Fig. 1: routing congestion map
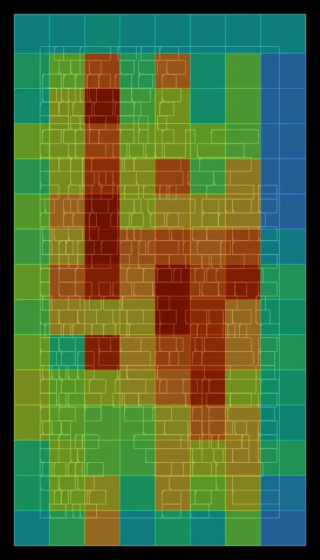
Fig. 2: pin map
Scale: 6 px per um. Pins as bars across the die edge, other pins in grey.
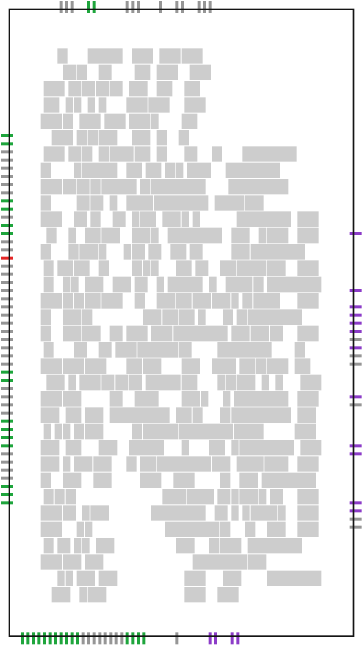
Fig. 3: the metal 1 layer
Scale: 4 px per um. Cells faint in the background.
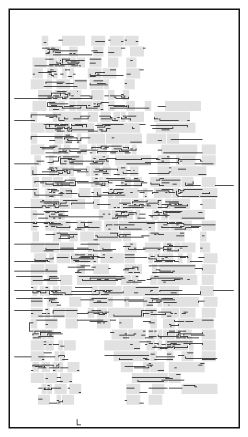
Fig. 4: signal wires on met3
Scale: 4 px per um. Cells faint in the background.
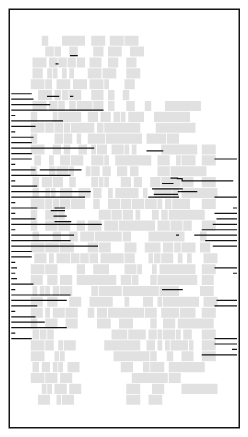
===== src/rtl/control_sequencer.sv =====
// -----------------------------------------------------------------------------
// control_sequencer
//
// Hardwired control unit for the single-bus datapath.  Every instruction is
// fetched in three cycles (T0..T2).  An opcode-dependent execute sequence
// follows in T3..T6.  The unit also provides a start/stop run handshake and a
// counter of retired instructions.
//
// Ports
//   clock        system clock, rising-edge active
//   clear        asynchronous active-low reset
//   IR           instruction register contents from the datapath
//   start        resume request; only honoured while halted
//   stop         request a halt once the current instruction has retired
//   run          high while instructions are being sequenced
//   PCout .. LOin  datapath bus / register strobes
//   ALU_MUL      selects the multiplier result path
//   ALU_DIV      selects the divider result path
//   ALUop        ALU function select (opcode[3:0] for reg-reg ALU ops)
//   Rin          one-hot register-file write enable
//   Rout         one-hot register-file output enable
//   illegal      one-cycle pulse in T3 for an undefined opcode
//   instr_count  retired-instruction counter, wraps at 2^CNT_W
//
// Instruction fields: opcode=IR[31:27], Ra=IR[26:23] (destination),
// Rb=IR[22:19], Rc=IR[18:15].
// -----------------------------------------------------------------------------
module control_sequencer #(
  parameter int CNT_W = 16
) (
  input  logic             clock,
  input  logic             clear,
  input  logic [31:0]      IR,
  input  logic             start,
  input  logic             stop,
  output logic             run,
  output logic             PCout,
  output logic             MARin,
  output logic             IncPC,
  output logic             Read,
  output logic             MDRin,
  output logic             MDRout,
  output logic             IRin,
  output logic             Yin,
  output logic             Zlowin,
  output logic             Zhighin,
  output logic             Zlowout,
  output logic             Zhighout,
  output logic             HIin,
  output logic             LOin,
  output logic             ALU_MUL,
  output logic             ALU_DIV,
  output logic [3:0]       ALUop,
  output logic [15:0]      Rin,
  output logic [15:0]      Rout,
  output logic             illegal,
  output logic [CNT_W-1:0] instr_count
);

  // ---------------------------------------------------------------------------
  // State encoding
  // ---------------------------------------------------------------------------
  typedef enum logic [3:0] {
    S_RESET  = 4'd0,
    S_T0     = 4'd1,
    S_T1     = 4'd2,
    S_T2     = 4'd3,
    S_T3     = 4'd4,
    S_T4     = 4'd5,
    S_T5     = 4'd6,
    S_T6     = 4'd7,
    S_HALTED = 4'd8
  } state_t;

  localparam logic [4:0] OP_ALU_LAST = 5'h0A;
  localparam logic [4:0] OP_MUL      = 5'h0F;
  localparam logic [4:0] OP_DIV      = 5'h10;
  localparam logic [4:0] OP_NOP      = 5'h1A;
  localparam logic [4:0] OP_HALT     = 5'h1B;

  state_t             state_reg;
  state_t             state_next;
  logic               stop_latch_reg;
  logic               stop_latch_next;
  logic [CNT_W-1:0]   count_reg;
  logic [CNT_W-1:0]   count_next;

  // ---------------------------------------------------------------------------
  // Instruction field decode
  // ---------------------------------------------------------------------------
  logic [4:0]  opcode;
  logic [3:0]  ra;
  logic [3:0]  rb;
  logic [3:0]  rc;
  logic [15:0] ra_onehot;
  logic [15:0] rb_onehot;
  logic [15:0] rc_onehot;
  logic        is_alu;
  logic        is_mul;
  logic        is_div;
  logic        is_muldiv;
  logic        is_nop;
  logic        is_halt;
  logic        is_legal;

  assign opcode = IR[31:27];
  assign ra     = IR[26:23];
  assign rb     = IR[22:19];
  assign rc     = IR[18:15];

  // The low IR bits carry immediates for instruction classes this unit does
  // not sequence; fold them so the input port is fully consumed.
  logic unused_ir_low;
  assign unused_ir_low = ^IR[14:0];

  assign is_alu    = (opcode <= OP_ALU_LAST);
  assign is_mul    = (opcode == OP_MUL);
  assign is_div    = (opcode == OP_DIV);
  assign is_muldiv = is_mul | is_div;
  assign is_nop    = (opcode == OP_NOP);
  assign is_halt   = (opcode == OP_HALT);
  assign is_legal  = is_alu | is_muldiv | is_nop | is_halt;

  // One-hot register selects for the three register fields.
  genvar gi;
  generate
    for (gi = 0; gi < 16; gi++) begin : g_reg_sel
      assign ra_onehot[gi] = (ra == 4'(gi));
      assign rb_onehot[gi] = (rb == 4'(gi));
      assign rc_onehot[gi] = (rc == 4'(gi));
    end
  endgenerate

  // ---------------------------------------------------------------------------
  // Retirement and halt decision
  // ---------------------------------------------------------------------------
  logic   in_run_state;
  logic   retire;
  logic   stop_pending;
  state_t after_retire;

  assign in_run_state = (state_reg != S_RESET) && (state_reg != S_HALTED);

  // The cycle in which each instruction class performs its last action.
  assign retire = ((state_reg == S_T3) && (is_nop || is_halt)) ||
                  ((state_reg == S_T5) && is_alu) ||
                  ((state_reg == S_T6) && is_muldiv);

  // A stop that arrives on the retiring edge itself is honoured immediately
  // rather than carrying an extra instruction.
  assign stop_pending = stop_latch_reg | stop;
  assign after_retire = (stop_pending || is_halt) ? S_HALTED : S_T0;

  // ---------------------------------------------------------------------------
  // FSM: state register
  // ---------------------------------------------------------------------------
  always_ff @(posedge clock or negedge clear) begin
    if (!clear) begin
      state_reg <= S_RESET;
    end else begin
      state_reg <= state_next;
    end
  end

  // ---------------------------------------------------------------------------
  // FSM: next-state logic
  // ---------------------------------------------------------------------------
  always_comb begin
    state_next = state_reg;
    unique case (state_reg)
      S_RESET: state_next = S_T0;
      S_T0:    state_next = S_T1;
      S_T1:    state_next = S_T2;
      S_T2:    state_next = S_T3;
      S_T3: begin
        if (!is_legal) begin
          // Undefined opcodes are dropped without retiring.
          state_next = S_T0;
        end else if (is_nop || is_halt) begin
          state_next = after_retire;
        end else begin
          state_next = S_T4;
        end
      end
      S_T4: state_next = (is_alu || is_muldiv) ? S_T5 : S_T0;
      S_T5: state_next = is_muldiv ? S_T6 : after_retire;
      S_T6: state_next = after_retire;
      S_HALTED: begin
        if (start) begin
          state_next = S_T0;
        end
      end
      default: state_next = S_RESET;
    endcase
  end

  // ---------------------------------------------------------------------------
  // FSM: output decode (pure function of state and IR)
  // ---------------------------------------------------------------------------
  always_comb begin
    run      = in_run_state;
    PCout    = 1'b0;
    MARin    = 1'b0;
    IncPC    = 1'b0;
    Read     = 1'b0;
    MDRin    = 1'b0;
    MDRout   = 1'b0;
    IRin     = 1'b0;
    Yin      = 1'b0;
    Zlowin   = 1'b0;
    Zhighin  = 1'b0;
    Zlowout  = 1'b0;
    Zhighout = 1'b0;
    HIin     = 1'b0;
    LOin     = 1'b0;
    ALU_MUL  = 1'b0;
    ALU_DIV  = 1'b0;
    ALUop    = 4'd0;
    Rin      = 16'd0;
    Rout     = 16'd0;
    illegal  = 1'b0;
    unique case (state_reg)
      S_T0: begin
        PCout = 1'b1;
        MARin = 1'b1;
        IncPC = 1'b1;
      end
      S_T1: begin
        Read  = 1'b1;
        MDRin = 1'b1;
      end
      S_T2: begin
        MDRout = 1'b1;
        IRin   = 1'b1;
      end
      S_T3: begin
        // First operand into Y for anything that uses the ALU.
        if (is_alu || is_muldiv) begin
          Rout = rb_onehot;
          Yin  = 1'b1;
        end else if (!is_legal) begin
          illegal = 1'b1;
        end
      end
      S_T4: begin
        if (is_alu) begin
          Rout   = rc_onehot;
          ALUop  = opcode[3:0];
          Zlowin = 1'b1;
        end else if (is_muldiv) begin
          // Wide results land in both halves of Z.
          Rout    = rc_onehot;
          ALU_MUL = is_mul;
          ALU_DIV = is_div;
          Zlowin  = 1'b1;
          Zhighin = 1'b1;
        end
      end
      S_T5: begin
        if (is_alu) begin
          Zlowout = 1'b1;
          Rin     = ra_onehot;
        end else if (is_muldiv) begin
          Zlowout = 1'b1;
          LOin    = 1'b1;
        end
      end
      S_T6: begin
        if (is_muldiv) begin
          Zhighout = 1'b1;
          HIin     = 1'b1;
        end
      end
      default: begin
      end
    endcase
  end

  // ---------------------------------------------------------------------------
  // Stop latch and retired-instruction counter
  // ---------------------------------------------------------------------------
  always_comb begin
    stop_latch_next = stop_latch_reg;
    if (state_next == S_HALTED) begin
      // Halting consumes the request; a start/stop pair while halted
      // therefore resumes with the latch clear.
      stop_latch_next = 1'b0;
    end else if (in_run_state && stop) begin
      stop_latch_next = 1'b1;
    end
  end

  always_comb begin
    count_next = count_reg;
    if (retire) begin
      count_next = count_reg + CNT_W'(1);
    end
  end

  always_ff @(posedge clock or negedge clear) begin
    if (!clear) begin
      stop_latch_reg <= 1'b0;
      count_reg      <= '0;
    end else begin
      stop_latch_reg <= stop_latch_next;
      count_reg      <= count_next;
    end
  end

  assign instr_count = count_reg;

endmodule


===== config.mk =====
export PLATFORM = sky130hd
export DESIGN_NAME = control_sequencer
export DESIGN_NICKNAME = d
export VERILOG_FILES = /design/src/rtl/control_sequencer.sv
export SDC_FILE = /design/constraint.sdc
export NUM_CORES = 1
export LEC_CHECK = 0
export CAP_MARGIN = 40
export CORE_ASPECT_RATIO = 2
export CORE_MARGIN = 5
export CORE_UTILIZATION = 41
export DETAILED_ROUTE_END_ITERATION = 16
export GPL_TIMING_DRIVEN = 0
export PLACE_DENSITY = 0.86
export SLEW_MARGIN = 25
export SYNTH_ARGS = -nofsm -noshare
export SYNTH_HDL_FRONTEND = slang
export SYNTH_SLANG_ARGS = --single-unit

===== constraint.sdc =====
create_clock -name clock -period 4.9 [get_ports clock]
set_clock_uncertainty 0.05 [all_clocks]
set_input_delay 1.47 -clock clock [delete_from_list [all_inputs] [get_ports clock]]
set_output_delay 1.47 -clock clock [all_outputs]
set_load 0.02 [all_outputs]

==> impl_metrics.toml <==
# synthesis and place-and-route metrics
[outcome]
status = "complete, no violations"

[yosys]
netlist_area_mm2 = 0.00182
yosysTopAreaCell = "dfrtp_1"
syn-num-nets = 251
syn_inst = 214
synth_flops = 21
synthDistinctLibCells = 51
xor_share = 0.0722
edf_count = 0
mux_share = 0.00619
ys_seq_share = 0.289
yosysMostFrequentCell = "nor2_1"
synth.top_cells.by_count = "23 x nor2_1, 21 x dfrtp_1, 16 x nand2_1"
top_logic_kind = "simple AND/OR/NAND/NOR gates"
synth.cellmix.compoundShare = 0.256
async_flop_share = 1.00
top_cells_by_area = "dfrtp_1 29%, xor2_1 5.8%, nor2_1 4.7%, a2111oi_4 4.5%, nand3_1 3.8%"

[layout]
largestClassByArea = "multi-input combinational cells"
buffers = 106
largest_reg_flops = 16
syn_to_final_growth_pct = 55.8
comb_share = 0.439
logic_gates = 173
seq_area_um2 = 526
finalInstanceArea_mm2 = 0.00284
logic_area_mm2 = 0.00125
diodes = 0
clockNetworkAreaShare = 0.0159
seq-cell-share = 0.185
post-route-util = 0.654
nets = 352

[clock_tree]
cts_made_buffers = 3
ctsHoldBuffers = 0
cts_root_buf = "clkbuf_8"
path_clk_slew_ns = 0.07
clockBufferDepth = 2
clock_sinks = 21
ctsHtreeMaxLevel = 1
tritoncts = "yes"

[setup_path]
critPathCaptureType = "primary output"
slowest_delay_ns = 0.63
reg2reg_depth = 7
r2r_end = "instr_count[7]"
worstPathCellList = "dlygate4sd2_1 > or3_4 > a21oi_4 > o21ai_2 > inv_2 > clkdlybuf4s50_1"
cp_data_arrival_time_ns = 3.32
cp-start-kind = "input port"
crit_slowest_cell = "clkdlybuf4s50_1"
path_class = "in2out"
crit_fanout = 7
rrSetupSlack_ns = 2.77
crit_buf_inv = 3

[floorplan]
initCoreUtil = 0.420
io_pins = 106
dieArea_mm2 = 0.00595
die_x_um = 57.1
core_region_area_mm2 = 0.00434

[timing]
fin_crit_ns = 4.84
hold_slack_ns = 0.427
slew_headroom = 0.674
drv_slew = 0
fin_crit_sh = 0.987
fin_setup_tns_ns = 0
hold_viol_final = 0
setup_ws_ns = 0.0633
grt_setup_unrepaired = "false"

[drt]
drc_errors = 0
first_pass_iters = 4
final_antenna_net_count = 0
vias = 2059
met3_length_um = 517
wl_met1_um = 1910
routed_wl_um = 5970

[min_path]
min_path_cells = 1
hold_path.class = "reg2reg"
hold_start = "instr_count[15]"
holdPathEnd = "instr_count[15]"

[run]
warnings = 42

[global_route]
grt_use_met2 = 0.390
antenna_found_initial = 0
grt_pass1_vias = 2264
grt_overflow = 0
grt_pass1_wl_um = 10000

[power]
ir_drop_mv = 0.187
switching_power_w = 0.000336
seq-power_w = 0.000255
maxPowerGroup = "combinational cells"
pwr_density_cell_mw_per_mm2 = 285
totalPowerFinal_w = 0.000808
clock_power_share = 0.143
p_int_w = 0.000472
p_leak_nw = 1.26

[placement]
gp_congestion = 0.781
pre_cts_slack_ns = -0.752
place_area_mm2 = 0.00280
About Fig. 1:
M1 GR Usage: 0.189
WL/cell: 16.2 um

About Fig. 2:
colour	port	pins	direction	edge
green	IR	32	input	15 bottom, 15 left, 2 top
purple	instr_count	16	output	12 right, 4 bottom
red	Zhighin	1	output	left
all pins by edge	46 left, 28 bottom, 18 right, 14 top

About Fig. 3:
longest straight run	13.8 um
share of all routed wire	32%
wire length on this layer	1,910 um
main direction	horizontal
nets with wire on the layer	285

About Fig. 4:
wire length on this layer	518 um
nets with wire on the layer	74
share of all routed wire	8.7%

## worst register-to-register path, cell delays in order, from the launching register on
cell and delay [ns]:
dfrtp_1 0.46, nand2b_2 0.30, a2111oi_4 0.38, buf_4 0.21, a21oi_4 0.07, buf_6 0.19, a211oi_2 0.24, xor2_1 0.16
## worst max path at each step
| stage | end | slack, ns | depth (start not counted) |
|---|---|---|---|
| finish | Yin | 0.06 | 6 |
| global placement | Rout[1] | -0.75 | 7 |
| detailed placement | Rout[2] | -0.75 | 7 |
| floorplan | Rout[1] | 0.16 | 5 |
| global route | Rin[8] | 0.000008 | 7 |
| CTS | Rout[8] | 0.002 | 7 |
## repair_timing
action                                  CTS  global route
endpoints found under the setup margin   45            19
buffers inserted                          4             1
pin swaps                                 3             1
resized                                  82            30
